Figure 1. Gate-type map (run 1).
Drawn at 8 px/µm.
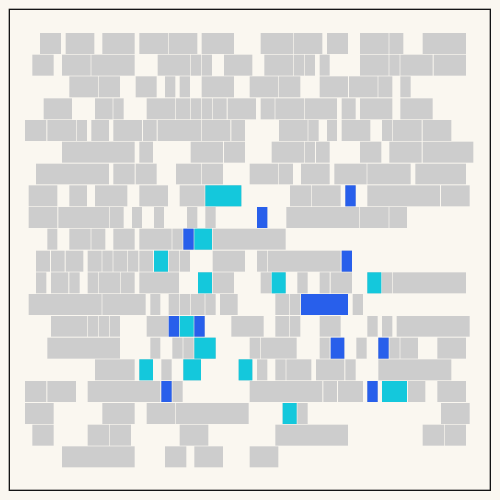
Figure 2. Local utilization (run 1).
Drawn at 4 px/µm. 12 x 12 tiles, from dark purple (low) to yellow (high), 0 to 100% covered.
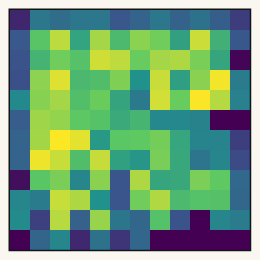
Figure 3. Port wiring (run 1).
Drawn at 6 px/µm.
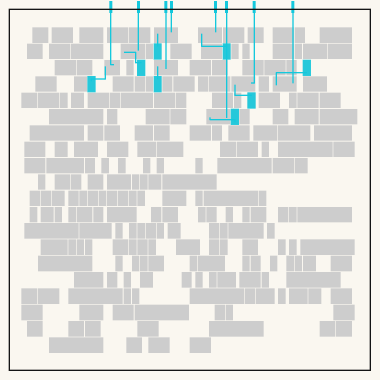
--- src/rtl/mem_arbiter_if.sv ---
// Bundle of requester-side and memory-side signals around the two-port memory arbiter.
// Latency: none; this is wiring only.
// Backpressure: req is held by the requester until gnt; no other flow control.
// Ports: req/wr/lock/addr/wdata per requester, gnt/rvalid per requester, shared rdata,
//        lock_err pulse, memory command lines (mem_rd/mem_wr/addresses/mem_in) and mem_out.
interface mem_arbiter_if #(
    parameter int ADDR_W = 3,
    parameter int DATA_W = 8
);
    logic              req0;
    logic              req1;
    logic              wr0;
    logic              wr1;
    logic              lock0;
    logic              lock1;
    logic [ADDR_W-1:0] addr0;
    logic [ADDR_W-1:0] addr1;
    logic [DATA_W-1:0] wdata0;
    logic [DATA_W-1:0] wdata1;
    logic              gnt0;
    logic              gnt1;
    logic              rvalid0;
    logic              rvalid1;
    logic [DATA_W-1:0] rdata;
    logic              lock_err;
    logic              mem_rd;
    logic              mem_wr;
    logic [ADDR_W-1:0] mem_rdaddr;
    logic [ADDR_W-1:0] mem_wraddr;
    logic [DATA_W-1:0] mem_in;
    logic [DATA_W-1:0] mem_out;

    // Arbiter side.
    modport slave (
        input  req0, req1, wr0, wr1, lock0, lock1, addr0, addr1, wdata0, wdata1, mem_out,
        output gnt0, gnt1, rvalid0, rvalid1, rdata, lock_err,
        output mem_rd, mem_wr, mem_rdaddr, mem_wraddr, mem_in
    );

    // Requesters plus memory side.
    modport master (
        output req0, req1, wr0, wr1, lock0, lock1, addr0, addr1, wdata0, wdata1, mem_out,
        input  gnt0, gnt1, rvalid0, rvalid1, rdata, lock_err,
        input  mem_rd, mem_wr, mem_rdaddr, mem_wraddr, mem_in
    );
endinterface

--- src/rtl/mem_arbiter.sv ---
// Round-robin two-port arbiter in front of a single synchronous-read memory, with lock and watchdog.
// Latency: grant is combinational in the request cycle; read data and rvalid one cycle after grant.
// Backpressure: a requester holds req (fields stable) until gnt; a locked port excludes the other.
// Ports: clk, nrst (async active-low), bus (mem_arbiter_if.slave) carrying both requesters,
//        the memory command lines, mem_out, shared rdata, rvalid0/1 and the lock_err pulse.
module mem_arbiter #(
    parameter int ADDR_W   = 3,
    parameter int DATA_W   = 8,
    parameter int MAX_LOCK = 64
) (
    input  logic          clk,
    input  logic          nrst,
    mem_arbiter_if.slave  bus
);

    localparam int CNT_W = $clog2(MAX_LOCK);
    localparam logic [CNT_W-1:0] CNT_LAST = CNT_W'(MAX_LOCK - 1);

    typedef enum logic [1:0] {
        IDLE = 2'd0,
        OWN0 = 2'd1,
        OWN1 = 2'd2
    } state_t;

    state_t             state_q, state_d;
    logic               prio_q, prio_d;
    logic [CNT_W-1:0]   cnt_q, cnt_d;
    // A port whose lock was forcibly broken may not re-lock until it drops lock once.
    logic [1:0]         blk_q, blk_d;
    logic               err_q, err_d;
    logic               rv0_q, rv1_q;
    logic               gnt0, gnt1;
    logic               mem_rd, mem_wr;
    logic [ADDR_W-1:0]  mem_addr;
    logic [DATA_W-1:0]  mem_in;

    // State register.
    always_ff @(posedge clk or negedge nrst) begin
        if (!nrst) begin
            state_q <= IDLE;
            prio_q  <= 1'b0;
            cnt_q   <= '0;
            blk_q   <= 2'b00;
            err_q   <= 1'b0;
            rv0_q   <= 1'b0;
            rv1_q   <= 1'b0;
        end else begin
            state_q <= state_d;
            prio_q  <= prio_d;
            cnt_q   <= cnt_d;
            blk_q   <= blk_d;
            err_q   <= err_d;
            rv0_q   <= gnt0 & ~bus.wr0;
            rv1_q   <= gnt1 & ~bus.wr1;
        end
    end

    // Next-state logic.
    always_comb begin
        state_d = state_q;
        prio_d  = prio_q;
        cnt_d   = cnt_q;
        err_d   = 1'b0;
        blk_d   = blk_q & {bus.lock1, bus.lock0};
        if (gnt0) begin
            prio_d = 1'b1;
        end else if (gnt1) begin
            prio_d = 1'b0;
        end
        case (state_q)
            IDLE: begin
                cnt_d = '0;
                if (gnt0 && bus.lock0 && !blk_q[0]) begin
                    state_d = OWN0;
                end else if (gnt1 && bus.lock1 && !blk_q[1]) begin
                    state_d = OWN1;
                end
            end
            OWN0: begin
                if (!bus.lock0) begin
                    state_d = IDLE;
                end else if (cnt_q == CNT_LAST) begin
                    state_d  = IDLE;
                    prio_d   = 1'b1;
                    err_d    = 1'b1;
                    blk_d[0] = 1'b1;
                end else begin
                    cnt_d = cnt_q + CNT_W'(1);
                end
            end
            OWN1: begin
                if (!bus.lock1) begin
                    state_d = IDLE;
                end else if (cnt_q == CNT_LAST) begin
                    state_d  = IDLE;
                    prio_d   = 1'b0;
                    err_d    = 1'b1;
                    blk_d[1] = 1'b1;
                end else begin
                    cnt_d = cnt_q + CNT_W'(1);
                end
            end
            default: begin
                state_d = IDLE;
            end
        endcase
    end

    // Output logic: grants and the winner's memory command.
    always_comb begin
        gnt0 = 1'b0;
        gnt1 = 1'b0;
        case (state_q)
            IDLE: begin
                if (bus.req0 && bus.req1) begin
                    gnt0 = ~prio_q;
                    gnt1 = prio_q;
                end else begin
                    gnt0 = bus.req0;
                    gnt1 = bus.req1;
                end
            end
            OWN0:    gnt0 = bus.req0;
            OWN1:    gnt1 = bus.req1;
            default: ;
        endcase

        mem_rd   = (gnt0 & ~bus.wr0) | (gnt1 & ~bus.wr1);
        mem_wr   = (gnt0 &  bus.wr0) | (gnt1 &  bus.wr1);
        mem_addr = '0;
        mem_in   = '0;
        if (gnt0) begin
            mem_addr = bus.addr0;
            mem_in   = bus.wdata0;
        end else if (gnt1) begin
            mem_addr = bus.addr1;
            mem_in   = bus.wdata1;
        end
    end

    assign bus.gnt0       = gnt0;
    assign bus.gnt1       = gnt1;
    assign bus.rvalid0    = rv0_q;
    assign bus.rvalid1    = rv1_q;
    assign bus.rdata      = bus.mem_out;
    assign bus.lock_err   = err_q;
    assign bus.mem_rd     = mem_rd;
    assign bus.mem_wr     = mem_wr;
    assign bus.mem_rdaddr = mem_addr;
    assign bus.mem_wraddr = mem_addr;
    assign bus.mem_in     = mem_in;

endmodule

--- src/flat_wrapper.sv ---
// flat-port wrapper written by rule: the top's interface ports become plain ports
module mem_arbiter_flat 
#(
    parameter int ADDR_W   = 3,
    parameter int DATA_W   = 8,
    parameter int MAX_LOCK = 64
)
  (clk, nrst, bus_req0, bus_req1, bus_wr0, bus_wr1, bus_lock0, bus_lock1, bus_addr0, bus_addr1, bus_wdata0, bus_wdata1, bus_mem_out, bus_gnt0, bus_gnt1, bus_rvalid0, bus_rvalid1, bus_rdata, bus_lock_err, bus_mem_rd, bus_mem_wr, bus_mem_rdaddr, bus_mem_wraddr, bus_mem_in);
  mem_arbiter_if #(.ADDR_W(ADDR_W), .DATA_W(DATA_W)) bus_i ();
  input  logic clk;
  input  logic nrst;
  input wire logic [$bits(bus_i.req0)-1:0] bus_req0;
  input wire logic [$bits(bus_i.req1)-1:0] bus_req1;
  input wire logic [$bits(bus_i.wr0)-1:0] bus_wr0;
  input wire logic [$bits(bus_i.wr1)-1:0] bus_wr1;
  input wire logic [$bits(bus_i.lock0)-1:0] bus_lock0;
  input wire logic [$bits(bus_i.lock1)-1:0] bus_lock1;
  input wire logic [$bits(bus_i.addr0)-1:0] bus_addr0;
  input wire logic [$bits(bus_i.addr1)-1:0] bus_addr1;
  input wire logic [$bits(bus_i.wdata0)-1:0] bus_wdata0;
  input wire logic [$bits(bus_i.wdata1)-1:0] bus_wdata1;
  input wire logic [$bits(bus_i.mem_out)-1:0] bus_mem_out;
  output wire logic [$bits(bus_i.gnt0)-1:0] bus_gnt0;
  output wire logic [$bits(bus_i.gnt1)-1:0] bus_gnt1;
  output wire logic [$bits(bus_i.rvalid0)-1:0] bus_rvalid0;
  output wire logic [$bits(bus_i.rvalid1)-1:0] bus_rvalid1;
  output wire logic [$bits(bus_i.rdata)-1:0] bus_rdata;
  output wire logic [$bits(bus_i.lock_err)-1:0] bus_lock_err;
  output wire logic [$bits(bus_i.mem_rd)-1:0] bus_mem_rd;
  output wire logic [$bits(bus_i.mem_wr)-1:0] bus_mem_wr;
  output wire logic [$bits(bus_i.mem_rdaddr)-1:0] bus_mem_rdaddr;
  output wire logic [$bits(bus_i.mem_wraddr)-1:0] bus_mem_wraddr;
  output wire logic [$bits(bus_i.mem_in)-1:0] bus_mem_in;
  assign bus_i.req0 = bus_req0;
  assign bus_i.req1 = bus_req1;
  assign bus_i.wr0 = bus_wr0;
  assign bus_i.wr1 = bus_wr1;
  assign bus_i.lock0 = bus_lock0;
  assign bus_i.lock1 = bus_lock1;
  assign bus_i.addr0 = bus_addr0;
  assign bus_i.addr1 = bus_addr1;
  assign bus_i.wdata0 = bus_wdata0;
  assign bus_i.wdata1 = bus_wdata1;
  assign bus_i.mem_out = bus_mem_out;
  assign bus_gnt0 = bus_i.gnt0;
  assign bus_gnt1 = bus_i.gnt1;
  assign bus_rvalid0 = bus_i.rvalid0;
  assign bus_rvalid1 = bus_i.rvalid1;
  assign bus_rdata = bus_i.rdata;
  assign bus_lock_err = bus_i.lock_err;
  assign bus_mem_rd = bus_i.mem_rd;
  assign bus_mem_wr = bus_i.mem_wr;
  assign bus_mem_rdaddr = bus_i.mem_rdaddr;
  assign bus_mem_wraddr = bus_i.mem_wraddr;
  assign bus_mem_in = bus_i.mem_in;
  mem_arbiter #(.ADDR_W(ADDR_W), .DATA_W(DATA_W), .MAX_LOCK(MAX_LOCK)) u_core (.clk(clk), .nrst(nrst), .bus(bus_i));
endmodule
--- config.mk ---
export PLATFORM = sky130hd
export DESIGN_NAME = mem_arbiter_flat
export DESIGN_NICKNAME = d
export VERILOG_FILES = /design/src/rtl/mem_arbiter_if.sv /design/src/rtl/mem_arbiter.sv /design/src/flat_wrapper.sv
export SDC_FILE = /design/constraint.sdc
export NUM_CORES = 1
export LEC_CHECK = 0
export ABC_AREA = 1
export CORE_MARGIN = 1.5
export CORE_UTILIZATION = 35
export CTS_CLUSTER_DIAMETER = 150
export DETAILED_ROUTE_END_ITERATION = 10
export GPL_TIMING_DRIVEN = 0
export MAX_ROUTING_LAYER = met4
export PLACE_DENSITY_LB_ADDON = 0.2
export SYNTH_ARGS = -nofsm -noshare
export SYNTH_HDL_FRONTEND = slang
export SYNTH_SLANG_ARGS = --single-unit
--- constraint.sdc ---
create_clock -name clk -period 1.9 [get_ports clk]
set_input_delay 0.19 -clock clk [delete_from_list [all_inputs] [get_ports clk]]
set_output_delay 0.19 -clock clk [all_outputs]
set_load 0.05 [all_outputs]
==> run notes, run 1 <==
fresh numbers from the pnr run: Top delay family on crit path=buffers and inverters, Yosys top cell by area=dfrtp_1, CTS Sinks=14, Post-Syn Area per Cell=6.92 µm², critical path cell sequence=inv_2 -> buf_6 -> ha_4 -> nand2_2 -> nand2_4 -> inv_6 -> buf_6 -> nand3_4 -> nand2_4 -> buf_6 -> buf_8, crit path from=u_core.state_q[1]$_DFFE_PN0P_, clock skew=0.00754 ns, via/cell ratio=4.54, area post-placement=1810 µm², failing checks=setup timing, CTS clock-pin slew for the worst setup and hold paths=0.10 ns, max_cap viols=0, CP max stage cell=dfrtp_1, Final setup viols=7, tool warnings=32, Final Hold Violation Tally=0, crit share post-route=1.03, Top pwr grp=combinational logic, comb pwr=0.00244 W, Startpoint Class=flip-flop, CTS tree=done, sw power=0.00165 W, yosys stat chip area=1130 µm², R2R cell count=11, PwrDens=1510 nW/µm², layout cell share with drive strength beyond 1=0.314, Synthesis Warnings=0, outcome=finished with violations, Reg2Reg Setup Slack=0.23 ns, Die ar.=3590 µm², clock network power=0.000228 W, async set-reset flop share out of synthesis=1.00, WP depth=11, gr ovfl total=0, pre-CTS setup slack=-0.784 ns, Final Slew Violations=0, Final WS setup=-0.0606 ns, worst relative slew slack=0.560, Cells after DPL=266, Crit Path Max Fanout=6, Setup Buffers After CTS=8, r2r startpoint=u_core.state_q[1]$_DFFE_PN0P_, CP peak stage delay=0.42 ns, Syn Nets=207, All-Layer GR Usage=0.200, crit end category=output pin
## Picture notes: Figure 1
legend:
  aoi and oai cells:
    colour: cyan
    cells: 13
  nor cells:
    colour: blue
    cells: 11
Finished Layout Cells: 280
Commonest Layout Cell: nand2_1
combinational share of cell area: 0.351

## Picture notes: Figure 2
emptiest ninth of the die: south-east
mean over tiles: 55%
tiles over 75% full: 31%
nearly empty tiles: 6.9%
fullest tile: 100%
core area: 3080 µm²
final core occ: 0.663
FP Util: 0.369

## Picture notes: Figure 3
legend:
  bus_mem_in:
    colour: cyan
    bits: 8
    direction: output
    end_cells: 8
    buffers: 8
    wire: 108 µm
Port Buffers: 58
# IOs: 67

## run 1: placed cells by master (no fill, tap or decap)
cell type and n:
o21ai_0 6, buf_8 4, nand3_2 2, a22o_1 1
inv_2 2, o211ai_1 1, inv_6 1, a21oi_1 2
nor3_1 1, buf_4 22, nor3_4 1, nand3_1 21
inv_1 12, o22ai_2 1, buf_6 14, buf_2 2
nand2_1 46, nor2_1 9, clkdlybuf4s50_1 40, ha_1 2
clkbuf_8 2, nand2_2 6, o22ai_1 1, o21ai_2 1
ha_2 1, dfrtp_1 14, xor2_1 2, nand3_4 3
nand4_1 2, nand2_4 5, nand3b_1 1, ha_4 2
a31oi_1 1, clkbuf_4 4, inv_4 1
## run 1: sequential cells by signal, indices dropped and copies added, names as in the netlist
name and count:
u_core.cnt_q 6, u_core.prio_q 1, u_core.bus.lock_err 1, u_core.bus.rvalid0 1, u_core.blk_q 2, u_core.bus.rvalid1 1, u_core.state_q 2
## run 1: per-layer routing
| layer | GRT usage | wire [µm] | vias up |
|---|---|---|---|
| met5 | - | 0 | - |
| met4 | 0.0381 | 9 | 0 |
| met3 | 0.0476 | 145 | 2 |
| met2 | 0.339 | 1680 | 35 |
| met1 | 0.242 | 1350 | 566 |
| li1 | - | - | 668 |
## run 1: final cells by class
type	count	area share
plain buffers	15	0.0693
repair buffers	69	0.330
flip-flops and latches	14	0.172
clock buffers	4	0.0178
inverters	16	0.0331
multi-input cells	118	0.351
well taps	44	0.0270
## run 1: kinds of logic after synthesis
family	Yosys count	synth area share
xor gates and xnor gates	2	0.0154
buffers and inverters	32	0.160
AOI/OAI and AO/OA	14	0.0739
adders and majority gates	5	0.0551
and+or+nand+nor	97	0.387
DFF	14	0.309
Figure 4. The clock network (run 1).
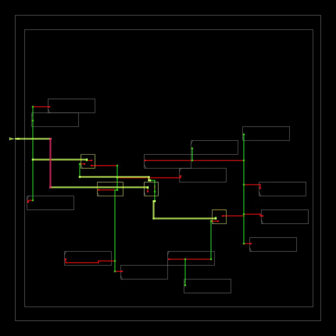

==> run 2, diff against run 1 <==
--- a/config.mk
+++ b/config.mk
@@ -12,7 +12,7 @@
 export DETAILED_ROUTE_END_ITERATION = 10
 export GPL_TIMING_DRIVEN = 0
 export MAX_ROUTING_LAYER = met4
-export PLACE_DENSITY_LB_ADDON = 0.2
+export PLACE_DENSITY = 0.8
 export SYNTH_ARGS = -nofsm -noshare
 export SYNTH_HDL_FRONTEND = slang
 export SYNTH_SLANG_ARGS = --single-unit
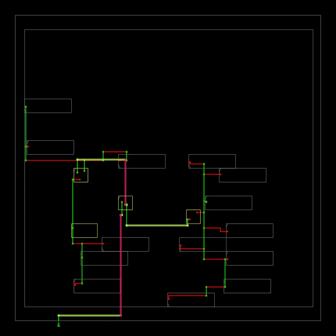
Figure 5: run 2, the clock network.
CTS buffer count: 3
Insertion Delay late pin: 0.29 ns
FFs & Latches: 14

==> run notes, run 2 <==
fresh numbers from the pnr run: outcome=finished with violations, failing checks=setup timing, core area=3080 µm² (unchanged), FP Util=0.369 (unchanged), crit share post-route=1.02 (-0.0113), via/cell ratio=4.76 (+4.8%), Synthesis Warnings=0 (unchanged), routing usage on met1=0.215 (-0.0265), # IOs=67 (unchanged), Port Buffers=58 (unchanged), grt met2 use=0.340 (+0.00155), worst relative slew slack=0.561 (+0.000834), Final setup viols=4 (-3), yosys stat chip area=1130 µm² (unchanged), Final Hold Violation Tally=0 (unchanged), Die ar.=3590 µm² (unchanged), CP peak stage delay=0.40 ns (-0.02 ns), Top pwr grp=combinational logic, WL met1=1430 µm (+6.0%), Crit Path Max Fanout=6 (unchanged), crit end category=output pin, most used routing layer=met2, CTS Sinks=14 (unchanged), critical path cell sequence=inv_2 -> buf_6 -> ha_4 -> nand2_4 -> nand2_8 -> inv_8 -> buf_8 -> nand3_4 -> nand2_4 -> buf_6 -> buf_8, Syn Nets=207 (unchanged), Final WS setup=-0.0391 ns (+0.0215 ns), All-Layer GR Usage=0.199 (-0.000462), clock network power=0.000221 W (-3%), async set-reset flop share out of synthesis=1.00 (unchanged), PwrDens=1520 nW/µm² (+0.61%)
## run 2: cell type report
class | instances | area share
buffer | 15 | 0.0701
tap | 44 | 0.0266
timing repair buffer | 71 | 0.330
sequential | 14 | 0.169
inverter | 16 | 0.0339
clock buffer | 4 | 0.0175
multi-input combinational | 118 | 0.353
## run 2: stage by stage
step	util	hold slack [ns]	setup WS (ns)	std cells	setup TNS, ns
2_1_floorplan	-	-0.106	-0.0322	164	-0.0322
3_3_place_gp	0.587	0.472	-0.753	266	-9.96
3_5_place_dp	0.587	0.489	-0.795	266	-10.54
4_1_cts	0.652	0.320	-0.0271	280	-0.0667
5_1_grt	0.672	0.343	-0.113	282	-0.833
6_report	0.672	0.296	-0.0391	282	-0.0840
## run 2: what timing repair did
item,in CTS,in global routing
setup endpoints to repair,18,18
pin swaps,2,2
resized,131,25
hold buffers,0,0
cloned,2,1
buffers inserted,8,2
## run 2: path summary, 6_finish.rpt
kind	end	slack (ns)	cells after the start
hold / removal	u_core.cnt_q[2]$_DFFE_PN0P_	0.30	1
setup / recovery	bus_mem_wraddr[0]	-0.04	11
max in group asynchronous	u_core.bus.lock_err$_DFF_PN0_	1.18	1
setup reg to reg	u_core.state_q[0]$_DFFE_PN0P_	0.23	11
hold reg to reg	u_core.cnt_q[4]$_DFFE_PN0P_	0.50	2
min in group clk	u_core.cnt_q[4]$_DFFE_PN0P_	0.50	2
## run 2: logic make-up after synthesis
family                   after synthesis  share of synthesized area
AND-OR/OR-AND                         14                     0.0739
XOR/XNOR                               2                     0.0154
adder cells (fa/ha/maj)                5                     0.0551
buffers and inverters                 32                      0.160
flip-flops                            14                      0.309
AND/OR/NAND/NOR                       97                      0.387
No activity file was given, so power comes from the tool's default toggle rates.
